**Met1 routing**

Scale: 3 px per um. Supply wires on this layer in grey. Cells faint in the background.
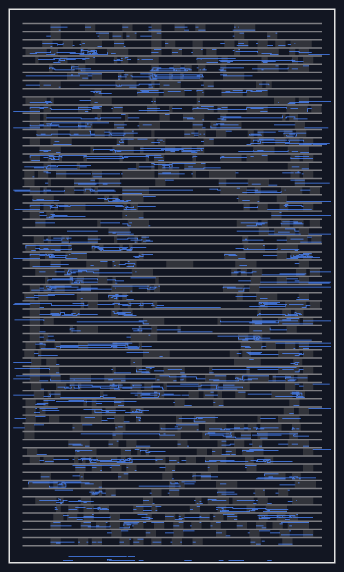
**The metal 2 layer**

Scale: 3 px per um.
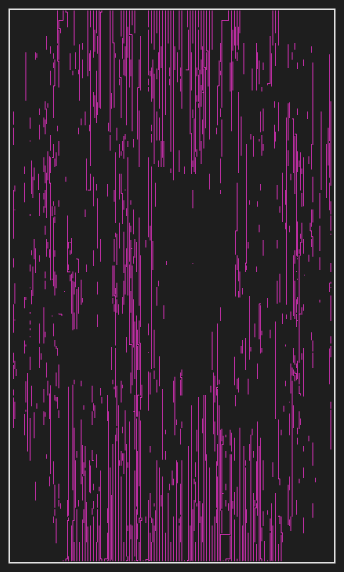
**The metal 3 layer**

Scale: 4 px per um. Cells faint in the background.
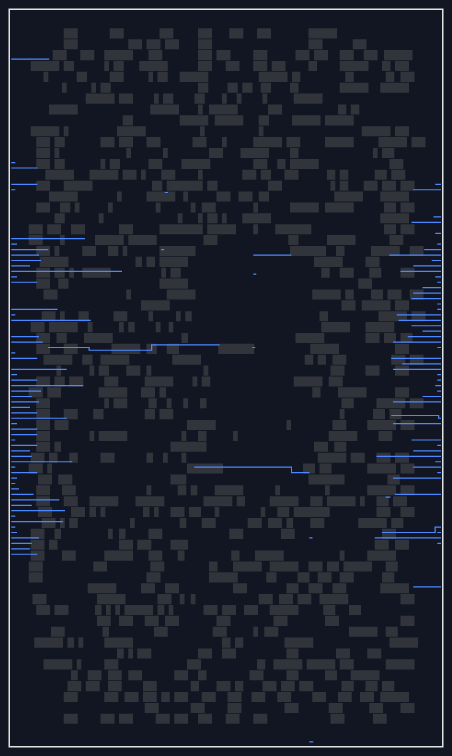
**Clock distribution**

Scale: 2 px per um.
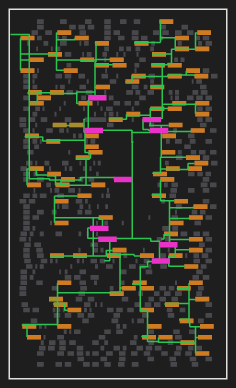
**Congestion heat map**

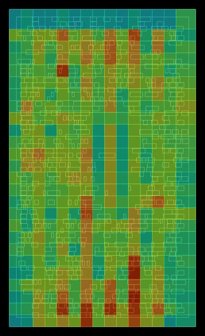
### src/rtl/mem_arbiter.sv
// mem_arbiter: two-port round-robin arbiter in front of a single-port RAM.
//
// A read-only fetch port and a load/store port compete for one RAM. Each
// transaction passes through IDLE (arbitrate and latch), ACCESS (one-cycle
// RAM strobe) and RESP (one-cycle ack). The response data and the
// out-of-range flag are shared by both ports and hold until the next ACCESS.
//
// Ports:
//   clk                         single clock, rising edge
//   clr                         synchronous active-high reset
//   f_req, f_addr, f_ack        fetch port (reads only)
//   d_req, d_we, d_addr,
//   d_wdata, d_ack              load/store port
//   rdata, err                  shared response data and out-of-range flag
//   m_addr, m_din,
//   m_read, m_write             RAM control, all registered
//   m_dout                      RAM combinational read data
module mem_arbiter #(
  parameter int DATA_W = 32,
  parameter int DEPTH  = 512
) (
  input  logic              clk,
  input  logic              clr,
  input  logic              f_req,
  input  logic [DATA_W-1:0] f_addr,
  output logic              f_ack,
  input  logic              d_req,
  input  logic              d_we,
  input  logic [DATA_W-1:0] d_addr,
  input  logic [DATA_W-1:0] d_wdata,
  output logic              d_ack,
  output logic [DATA_W-1:0] rdata,
  output logic              err,
  output logic [DATA_W-1:0] m_addr,
  output logic [DATA_W-1:0] m_din,
  output logic              m_read,
  output logic              m_write,
  input  logic [DATA_W-1:0] m_dout
);

  localparam logic [DATA_W-1:0] DEPTH_W = DATA_W'(DEPTH);
  localparam logic [DATA_W-1:0] ZERO_W  = {DATA_W{1'b0}};

  typedef enum logic [1:0] {
    IDLE   = 2'd0,
    ACCESS = 2'd1,
    RESP   = 2'd2
  } state_t;

  state_t            state_r;
  logic              last_d_r;   // 1: data port was granted last
  logic              id_d_r;     // 1: current transaction belongs to data port
  logic [DATA_W-1:0] addr_r;
  logic              we_r;
  logic [DATA_W-1:0] wdata_r;
  logic              oor_r;

  logic              f_ack_r;
  logic              d_ack_r;
  logic [DATA_W-1:0] rdata_r;
  logic              err_r;
  logic [DATA_W-1:0] m_addr_r;
  logic [DATA_W-1:0] m_din_r;
  logic              m_read_r;
  logic              m_write_r;

  logic              grant_f_s;
  logic              grant_d_s;
  logic [DATA_W-1:0] win_addr_s;
  logic              win_we_s;
  logic [DATA_W-1:0] win_wdata_s;
  logic              win_oor_s;

  // Round-robin winner selection and the winner's request fields.
  always_comb begin
    grant_f_s   = 1'b0;
    grant_d_s   = 1'b0;
    win_addr_s  = ZERO_W;
    win_we_s    = 1'b0;
    win_wdata_s = ZERO_W;
    win_oor_s   = 1'b0;
    // Fetch wins when alone, or on a tie when data was served last.
    if (f_req && (!d_req || last_d_r)) begin
      grant_f_s = 1'b1;
    end else if (d_req) begin
      grant_d_s = 1'b1;
    end else begin
      grant_f_s = 1'b0;
      grant_d_s = 1'b0;
    end
    // Fetch is forced to a read; its write-enable and data are tied off.
    if (grant_d_s) begin
      win_addr_s  = d_addr;
      win_we_s    = d_we;
      win_wdata_s = d_wdata;
    end else begin
      win_addr_s  = f_addr;
      win_we_s    = 1'b0;
      win_wdata_s = ZERO_W;
    end
    win_oor_s = (win_addr_s >= DEPTH_W);
  end

  // Transaction FSM with all outputs registered.
  always_ff @(posedge clk) begin
    if (clr) begin
      state_r   <= IDLE;
      last_d_r  <= 1'b1;
      id_d_r    <= 1'b0;
      addr_r    <= ZERO_W;
      we_r      <= 1'b0;
      wdata_r   <= ZERO_W;
      oor_r     <= 1'b0;
      f_ack_r   <= 1'b0;
      d_ack_r   <= 1'b0;
      rdata_r   <= ZERO_W;
      err_r     <= 1'b0;
      m_addr_r  <= ZERO_W;
      m_din_r   <= ZERO_W;
      m_read_r  <= 1'b0;
      m_write_r <= 1'b0;
    end else begin
      case (state_r)
        IDLE: begin
          f_ack_r <= 1'b0;
          d_ack_r <= 1'b0;
          if (grant_f_s || grant_d_s) begin
            id_d_r   <= grant_d_s;
            last_d_r <= grant_d_s;
            addr_r   <= win_addr_s;
            we_r     <= win_we_s;
            wdata_r  <= win_wdata_s;
            oor_r    <= win_oor_s;
            // The RAM strobe is set up here so it is high exactly in ACCESS;
            // out-of-range requests never touch the RAM.
            if (!win_oor_s) begin
              m_read_r  <= !win_we_s;
              m_write_r <= win_we_s;
              m_addr_r  <= win_addr_s;
              m_din_r   <= win_we_s ? win_wdata_s : ZERO_W;
            end else begin
              m_read_r  <= 1'b0;
              m_write_r <= 1'b0;
              m_addr_r  <= ZERO_W;
              m_din_r   <= ZERO_W;
            end
            state_r <= ACCESS;
          end else begin
            state_r <= IDLE;
          end
        end
        ACCESS: begin
          m_read_r  <= 1'b0;
          m_write_r <= 1'b0;
          m_addr_r  <= ZERO_W;
          m_din_r   <= ZERO_W;
          if (oor_r) begin
            rdata_r <= ZERO_W;
            err_r   <= 1'b1;
          end else if (we_r) begin
            rdata_r <= ZERO_W;
            err_r   <= 1'b0;
          end else begin
            rdata_r <= m_dout;
            err_r   <= 1'b0;
          end
          if (id_d_r) begin
            d_ack_r <= 1'b1;
          end else begin
            f_ack_r <= 1'b1;
          end
          state_r <= RESP;
        end
        RESP: begin
          f_ack_r <= 1'b0;
          d_ack_r <= 1'b0;
          state_r <= IDLE;
        end
        default: begin
          f_ack_r   <= 1'b0;
          d_ack_r   <= 1'b0;
          m_read_r  <= 1'b0;
          m_write_r <= 1'b0;
          m_addr_r  <= ZERO_W;
          m_din_r   <= ZERO_W;
          state_r   <= IDLE;
        end
      endcase
    end
  end

  assign f_ack   = f_ack_r;
  assign d_ack   = d_ack_r;
  assign rdata   = rdata_r;
  assign err     = err_r;
  assign m_addr  = m_addr_r;
  assign m_din   = m_din_r;
  assign m_read  = m_read_r;
  assign m_write = m_write_r;

endmodule

### config.mk
export PLATFORM = sky130hd
export DESIGN_NAME = mem_arbiter
export DESIGN_NICKNAME = d
export VERILOG_FILES = /design/src/rtl/mem_arbiter.sv
export SDC_FILE = /design/constraint.sdc
export NUM_CORES = 1
export LEC_CHECK = 0
export ABC_AREA = 0
export CAP_MARGIN = 20
export CELL_PAD_IN_SITES_DETAIL_PLACEMENT = 1
export CELL_PAD_IN_SITES_GLOBAL_PLACEMENT = 2
export CORE_AREA = 4 4 104 180
export CTS_CLUSTER_DIAMETER = 100
export DETAILED_ROUTE_END_ITERATION = 6
export DIE_AREA = 0 0 108 184
export GPL_TIMING_DRIVEN = 0
export PLACE_DENSITY_LB_ADDON = 0.1
export RECOVER_POWER = 50
export SKIP_CTS_REPAIR_TIMING = 1
export SLEW_MARGIN = 0
export SYNTH_ARGS = -nofsm -noshare
export SYNTH_HDL_FRONTEND = slang
export SYNTH_SLANG_ARGS = --single-unit
### constraint.sdc
create_clock -name clk -period 4.8 [get_ports clk]
set_clock_uncertainty 0.2 [all_clocks]
set_input_delay 0.96 -clock clk [delete_from_list [all_inputs] [get_ports clk]]
set_output_delay 0.96 -clock clk [all_outputs]
set_load 0.1 [all_outputs]
==> results.yml <==
# yosys + openroad results
run_status:
  status: "finished, final reports clean"
die:
  num_rows: 64
synthesis:
  xor_area_share_pct: 0
  synthTopCellsByArea: "dfxtp_1, a22o_1, a22oi_1, nor2_1, and2_1"
  fp_nets: 467
setup_path:
  crit_path_frequent_cell: "clkbuf_1"
  cp_data_required_time_ns: 4.88
  cp_num_buf_inv: 3
  regToRegStartpoint: "last_d_r"
cells_and_area:
  comb_share_pct: 19.8
  stdcell_count: 813
  finish.instance_area_um2: 6420
placement:
  gp_congestion: 0.707
  dp_cells: 797
route:
  drt_iter0_markers: 94
  detail-route-antenna-nets: 0
power:
  ir_drop_mv: 0.154
  total_power_mw: 2.00
  p_clk_share_pct: 37.5
worst_hold_path:
  hold_class: "register to register"
clock_network:
  clock_latency_ns: 0.34
  h-tree-depth: 3
sta:
  clock.fmax_ghz: 0.287
## Picture notes: 'met1 routing'
longest straight run = 28.5 um
share of all routed wire = 35%
nets with wire on the layer = 632
GR Layer Usage met1: 13.2%
final wirelength: 13400 um
Vias: 3408

## Picture notes: 'the metal 2 layer'
share of all routed wire = 58%
longest straight run = 67.3 um
nets with wire on the layer = 649
wire length on this layer = 7740 um
global-route track usage on met2: 26.6%

## Picture notes: 'the metal 3 layer'
nets with wire on the layer = 109
share of all routed wire = 5.6%
main direction = horizontal
longest straight run = 27.4 um

## Picture notes: 'clock distribution'
cells driving clock nets -> magenta  # count 9
flip-flops -> orange  # count 107
clock wires -> green  # length 1470 um
routed clock nets = 10
flops lie = spread over the die

## Picture notes: 'congestion heat map'
drt wl/cell: 16.5 um
met3 Usage GRT: 3.20%
fin util: 36.9%
Total Routing Usage GR: 13.3%

Power and IR drop assume default switching activity.
